[src/rtl/eth_tx_arbiter.sv]
// rtl/eth_tx_arbiter.sv - packet-level round-robin arbiter for the MAC TX stream
//
// Ports:
//   clk, sreset           : single clock, synchronous active-high reset
//   s_axis_tdata/tvalid/tlast/tready : N_PORTS source streams, port i at [i*DATA_W +: DATA_W]
//   m_axis_tdata/tvalid/tlast/tready : single stream towards the MAC
//   grant_idx             : current or most recent granted port
//   busy                  : high while a frame is forwarded or the idle gap is running
module eth_tx_arbiter #(
   parameter int N_PORTS    = 2,
   parameter int DATA_W     = 8,
   parameter int GAP_CYCLES = 2
) (
   input  logic                         clk,
   input  logic                         sreset,
   input  logic [N_PORTS*DATA_W-1:0]    s_axis_tdata,
   input  logic [N_PORTS-1:0]           s_axis_tvalid,
   input  logic [N_PORTS-1:0]           s_axis_tlast,
   output logic [N_PORTS-1:0]           s_axis_tready,
   output logic [DATA_W-1:0]            m_axis_tdata,
   output logic                         m_axis_tvalid,
   output logic                         m_axis_tlast,
   input  logic                         m_axis_tready,
   output logic [$clog2(N_PORTS)-1:0]   grant_idx,
   output logic                         busy
);

   localparam int                IDX_W    = $clog2(N_PORTS);
   localparam logic [IDX_W-1:0]  LAST_IDX = IDX_W'(N_PORTS - 1);
   localparam logic [7:0]        GAP_LOAD = 8'(GAP_CYCLES);

   typedef enum logic [1:0] {
      ST_IDLE,
      ST_SEND,
      ST_GAP
   } state_t;

   state_t            state;
   logic [IDX_W-1:0]  rr_ptr;
   logic [7:0]        gap_cnt;

   logic              pick_found;
   logic [IDX_W-1:0]  pick_idx;
   logic [IDX_W-1:0]  pick_sel;
   int                pick_pos;
   logic              frame_end;

   // Round-robin search: first requesting port at or after rr_ptr, wrapping.
   // Only tvalid is looked at, so a stalled MAC never changes who wins.
   always_comb begin
      pick_found = 1'b0;
      pick_idx   = '0;
      pick_pos   = 0;
      pick_sel   = '0;
      for (int i = 0; i < N_PORTS; i++) begin
         pick_pos = int'(rr_ptr) + i;
         if (pick_pos >= N_PORTS) begin
            pick_pos = pick_pos - N_PORTS;
         end
         pick_sel = IDX_W'(pick_pos);
         if (!pick_found && s_axis_tvalid[pick_sel]) begin
            pick_found = 1'b1;
            pick_idx   = pick_sel;
         end
      end
   end

   // Zero-latency datapath: one mux level from the granted source to the MAC.
   // Outside SEND everything towards the MAC and the sources is held at 0.
   always_comb begin
      m_axis_tdata  = '0;
      m_axis_tvalid = 1'b0;
      m_axis_tlast  = 1'b0;
      s_axis_tready = '0;
      if (state == ST_SEND) begin
         for (int i = 0; i < N_PORTS; i++) begin
            if (grant_idx == IDX_W'(i)) begin
               m_axis_tdata     = s_axis_tdata[i*DATA_W +: DATA_W];
               m_axis_tvalid    = s_axis_tvalid[i];
               m_axis_tlast     = s_axis_tlast[i];
               s_axis_tready[i] = m_axis_tready;
            end
         end
      end
   end

   assign frame_end = m_axis_tvalid & m_axis_tready & m_axis_tlast;

   always_ff @(posedge clk) begin
      if (sreset) begin
         state     <= ST_IDLE;
         rr_ptr    <= '0;
         grant_idx <= '0;
         gap_cnt   <= 8'd0;
         busy      <= 1'b0;
      end else begin
         case (state)
            ST_IDLE: begin
               if (pick_found) begin
                  grant_idx <= pick_idx;
                  state     <= ST_SEND;
                  busy      <= 1'b1;
               end
            end
            ST_SEND: begin
               // A source dropping tvalid mid-frame just holds the grant;
               // only the final handshake releases it.
               if (frame_end) begin
                  rr_ptr  <= (grant_idx == LAST_IDX) ? '0 : grant_idx + IDX_W'(1);
                  gap_cnt <= GAP_LOAD;
                  if (GAP_CYCLES == 0) begin
                     state <= ST_IDLE;
                     busy  <= 1'b0;
                  end else begin
                     state <= ST_GAP;
                  end
               end
            end
            ST_GAP: begin
               // Counter was loaded with the gap length, so leaving on 1 gives
               // exactly GAP_CYCLES cycles in this state.
               gap_cnt <= gap_cnt - 8'd1;
               if (gap_cnt <= 8'd1) begin
                  state <= ST_IDLE;
                  busy  <= 1'b0;
               end
            end
            default: begin
               state <= ST_IDLE;
               busy  <= 1'b0;
            end
         endcase
      end
   end

endmodule

[config.mk]
export PLATFORM = sky130hd
export DESIGN_NAME = eth_tx_arbiter
export DESIGN_NICKNAME = d
export VERILOG_FILES = /design/src/rtl/eth_tx_arbiter.sv
export SDC_FILE = /design/constraint.sdc
export NUM_CORES = 1
export LEC_CHECK = 0
export ABC_AREA = 0
export CAP_MARGIN = 20
export CELL_PAD_IN_SITES_DETAIL_PLACEMENT = 0
export CELL_PAD_IN_SITES_GLOBAL_PLACEMENT = 1
export CORE_MARGIN = 4
export CORE_UTILIZATION = 25
export CTS_BUF_LIST = sky130_fd_sc_hd__clkbuf_8
export DETAILED_ROUTE_END_ITERATION = 6
export PLACE_DENSITY = 0.81
export SLEW_MARGIN = 20
export SYNTH_ARGS = -nofsm -noshare
export SYNTH_HDL_FRONTEND = slang
export SYNTH_SLANG_ARGS = --single-unit
[constraint.sdc]
create_clock -name clk -period 1.61 [get_ports clk]
set_clock_uncertainty 0.05 [all_clocks]
set_input_delay 0.161 -clock clk [delete_from_list [all_inputs] [get_ports clk]]
set_output_delay 0.161 -clock clk [all_outputs]
set_load 0.05 [all_outputs]
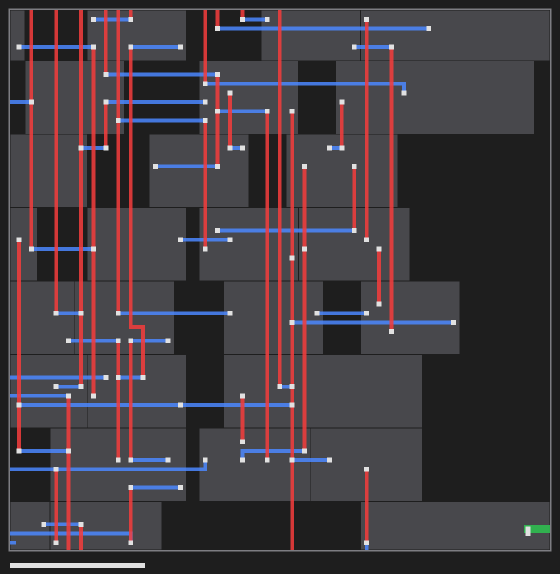
Fig. 1. Zoomed window (run 1).
The bar under the picture is 5 µm long. Region (39, 39) to (59, 59) µm. Cells in grey, sequential cells in the stronger grey; small squares are vias.
red -> metal 2
blue -> metal 1
green -> metal 3
most frequent = clkdlybuf4s50_1 (9)
sequential cells in the window = 0
cells with their middle in the window = 24

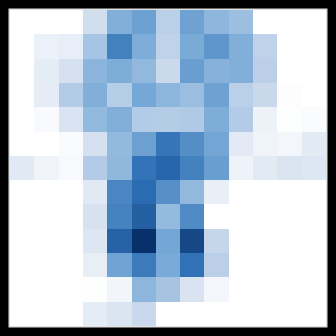
Fig. 2. Routed metal per tile (run 1).
13 x 13 tiles, from white (low) to dark blue (high), scaled to the fullest tile. Values are wire area over tile area, all layers added.
tiles over half the peak = 17%
fullest tile = 0.37
emptiest ninth of the die = bottom right
detailed-route wire length per cell: 12.30 µm
post-detailed-routing wire length: 2.287 mm
global-route usage over all layers: 0.1148
DR vias: 862

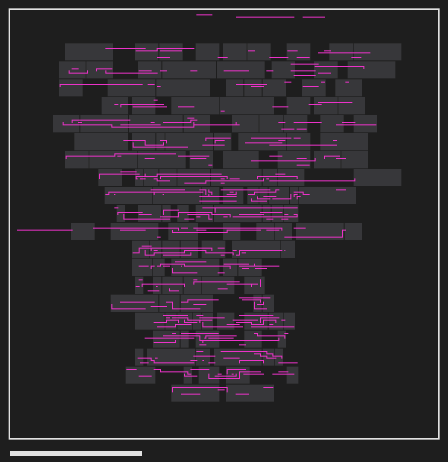
Fig. 3. M1 wires (run 1).
The bar under the picture is 20 µm long. Cells faint in the background.
longest straight run = 14.3 µm
main direction = horizontal
share of all routed wire = 41%
met1 layer usage reported by global route: 0.1451

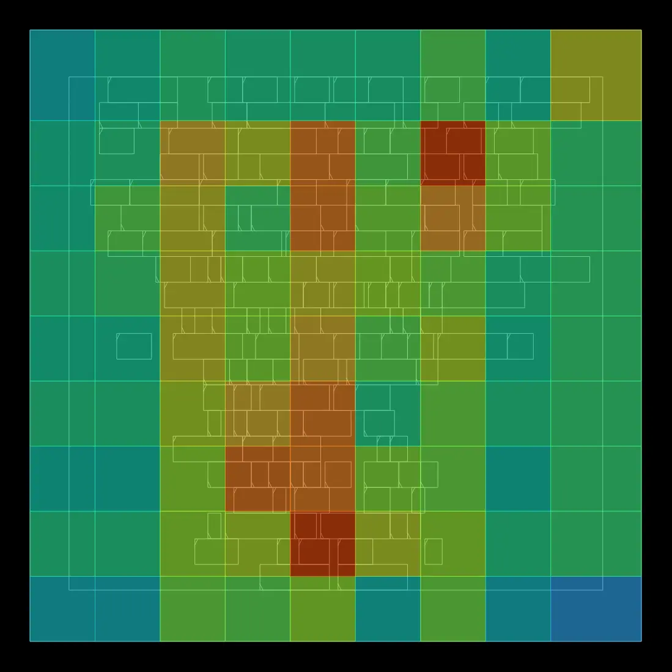
Fig. 4. Congestion heat map (run 1).
global route hottest layer: met2
final core area utilization: 0.5272
GR Layer Usage met2: 0.1928
fraction of met3 tracks used by global routing: 0.01733

==> results.py, run 1 <==
# Synthesis and PnR figures
metrics = {
    "outcome": {
        "result_of_the_run": "finished clean",
    },
    "final_layout": {
        "mi_logic_area_um2": 665.6,
        "comb_area_frac": 0.4102,
        "ffs_latches": 13,
        "num-multi-input-gates": 75,
        "inserted_diodes": 0,
        "leading_cell_category_by_total_area": "multi-input combinational cells",
        "area.sequential_um2": 264.0,
        "clock_cell_area_share": 0.02776,
        "postLayoutCellArea_um2": 1623,
    },
    "worst_setup_path": {
        "crit_family": "flip-flops",
        "worst_r2r_endpoint": "gap_cnt[0]$_SDFFE_PP0P_",
        "worst_setup_path_endpoint": "m_axis_tdata[1]",
        "worst_stage_delay_on_the_critical_path_ns": 0.42,
        "critical-path-slowest-cell": "sky130_fd_sc_hd__dfxtp_4",
    },
    "clock_network": {
        "post_cts_hold_buffer_count": 0,
        "tritoncts_num_sinks": 13,
        "clock_tree.root_cell": "sky130_fd_sc_hd__clkbuf_8",
        "clockBufferDepth": 2,
        "post-cts-setup-buffers": 0,
    },
    "timing": {
        "layout_setup_ws_ns": 0.05314,
        "worst_slew_pin_slew_ns": 0.4434,
        "maxSlewHeadroom": 0.7021,
    },
    "logic_synthesis": {
        "numSynthFlops": 13,
        "yosys-stat-area_um2": 807.0,
        "postSynth.asyncResetShare": 0,
        "ys.flop_type": "sky130_fd_sc_hd__dfxtp_1",
        "synth-edff-count": 0,
        "postSynthCellCount": 95,
        "synthDistinctLibCells": 36,
        "synth_stat.cells": 95,
        "synth.cellmix.simpleShare": 0.2992,
        "synth.area.mux_share": 0.1504,
    },
    "placement": {
        "place_worst_setup_slack_ns": -0.1094,
    },
    "global_route": {
        "wire_length_of_the_first_global_routing_pass_mm": 3.843,
    },
    "detailed_routing": {
        "avgViaCountPerCell": 4.634,
    },
    "pwr": {
        "comb_power_share": 0.408,
        "power_per_cell_area_nw_per_um2": 662.2,
    },
    "run": {
        "warnings": 30,
    },
    "floorplan": {
        "tap_cell_count": 44,
    },
}
-- run 1: cells by family after synthesis --
kind of cell               count (synthesis)
and+or+nand+nor                           44
muxes                                     12
AOI/OAI and AO/OA                         15
adders and majority gates                  2
buffers and inverters                      7
DFF                                       13
xor gates and xnor gates                   2
-- run 1: per-layer routing --
| metal | track usage | wire, µm | vias to the layer above |
|---|---|---|---|
| li1 | - | - | 439 |
| met1 | 0.1451 | 945 | 412 |
| met2 | 0.1928 | 1273 | 7 |
| met3 | 0.01733 | 37 | 4 |
| met4 | 0.04749 | 31 | 0 |
| met5 | 0 | 0 | - |
-- run 1: registers in the layout, indices dropped and copies added, names as in the netlist --
register and count:
gap_cnt 8, state 2, busy 1, grant_idx 1
rr_ptr 1
==> run 2, diff against run 1 <==
- CAP_MARGIN: 20 -> unset
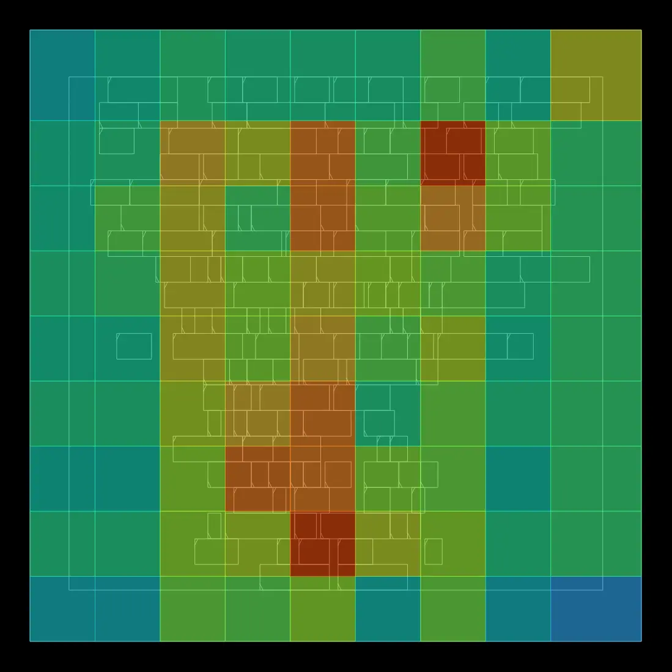
Fig. 5. Congestion heat map (run 2).

==> run 2 against run 1 <==
First-iteration DRC count stayed put; sequential share of layout area unchanged; synthesized area is the same; final cell count did not move; register-to-register slack hardly changed; die size did not move; maximum frequency did not move; via count unchanged; critical path depth did not move; critical path type unchanged; largest cell class unchanged.
==> results.py, run 2 <==
# Synthesis and PnR figures
metrics = {
    "final_layout": {
        "leading_cell_category_by_total_area": "multi-input combinational cells",
        "largest_registers": "gap_cnt (8), state (2)",
        "inserted_diodes": 0,
        "largest_register": "gap_cnt",
        "mi_logic_area_um2": 665.6,
        "postLayoutCellArea_um2": 1623,
        "ffs_latches": 13,
        "largest_reg_flops": 8,
        "area.sequential_um2": 264.0,
        "clock_cell_area_share": 0.02776,
    },
    "logic_synthesis": {
        "synth-edff-count": 0,
        "synth.cellmix.simpleShare": 0.2992,
        "synth.area.mux_share": 0.1504,
        "numSynthFlops": 13,
        "ys.flop_type": "sky130_fd_sc_hd__dfxtp_1",
        "synthDistinctLibCells": 36,
        "postSynth.asyncResetShare": 0,
        "postSynthCellCount": 95,
    },
    "clock_network": {
        "tritoncts_num_sinks": 13,
        "post-cts-setup-buffers": 0,
    },
    "worst_setup_path": {
        "worst_stage_delay_on_the_critical_path_ns": 0.42,
        "critical-path-slowest-cell": "sky130_fd_sc_hd__dfxtp_4",
    },
    "floorplan": {
        "tap_cell_count": 44,
    },
    "detailed_routing": {
        "m1WireLength_um": 945,
        "post_detailed_routing_wire_length_mm": 2.287,
        "wire_per_inst_um": 12.30,
        "dr_total_vias": 862,
        "met2RoutedLength_mm": 1.273,
    },
    "global_route": {
        "gr-max-usage-layer": "met2",
        "grt_use_met1": 0.1451,
        "grtUsageMet2": 0.1928,
        "grt_use_total": 0.1148,
        "fraction_of_met3_tracks_used_by_global_routing": 0.01733,
        "wire_length_of_the_first_global_routing_pass_mm": 3.843,
    },
    "pwr": {
        "power_per_cell_area_nw_per_um2": 662.2,
        "comb_power_share": 0.408,
    },
    "run": {
        "warnings": 30,
    },
    "placement": {
        "place_worst_setup_slack_ns": -0.1094,
    },
    "timing": {
        "layout_setup_ws_ns": 0.05314,
        "maxSlewHeadroom": 0.7021,
    },
    "outcome": {
        "result_of_the_run": "finished clean",
    },
}
[run 2: worst max-delay path, delay by kind of cell, from the launching register on]
family                 cells  cell delay (ns)
AND/OR/NAND/NOR            1             0.05
multiplexers               1             0.27
flip-flops                 1             0.42
buffers and inverters      2             0.35
[run 2: path summary, 6_finish.rpt]
path,startpoint,end
setup / recovery,grant_idx$_SDFFE_PP0P_,m_axis_tdata[1]
hold / removal,busy$_SDFFE_PP0P_,busy$_SDFFE_PP0P_
setup reg to reg,grant_idx$_SDFFE_PP0P_,gap_cnt[0]$_SDFFE_PP0P_
hold reg to reg,busy$_SDFFE_PP0P_,busy$_SDFFE_PP0P_
[run 2: repair_timing]
action / CTS / global route
gates resized: 3 / 11
hold buffers: 0 / 0
setup endpoints to repair: 6 / 18
Power is estimated from default activity; no workload was simulated.
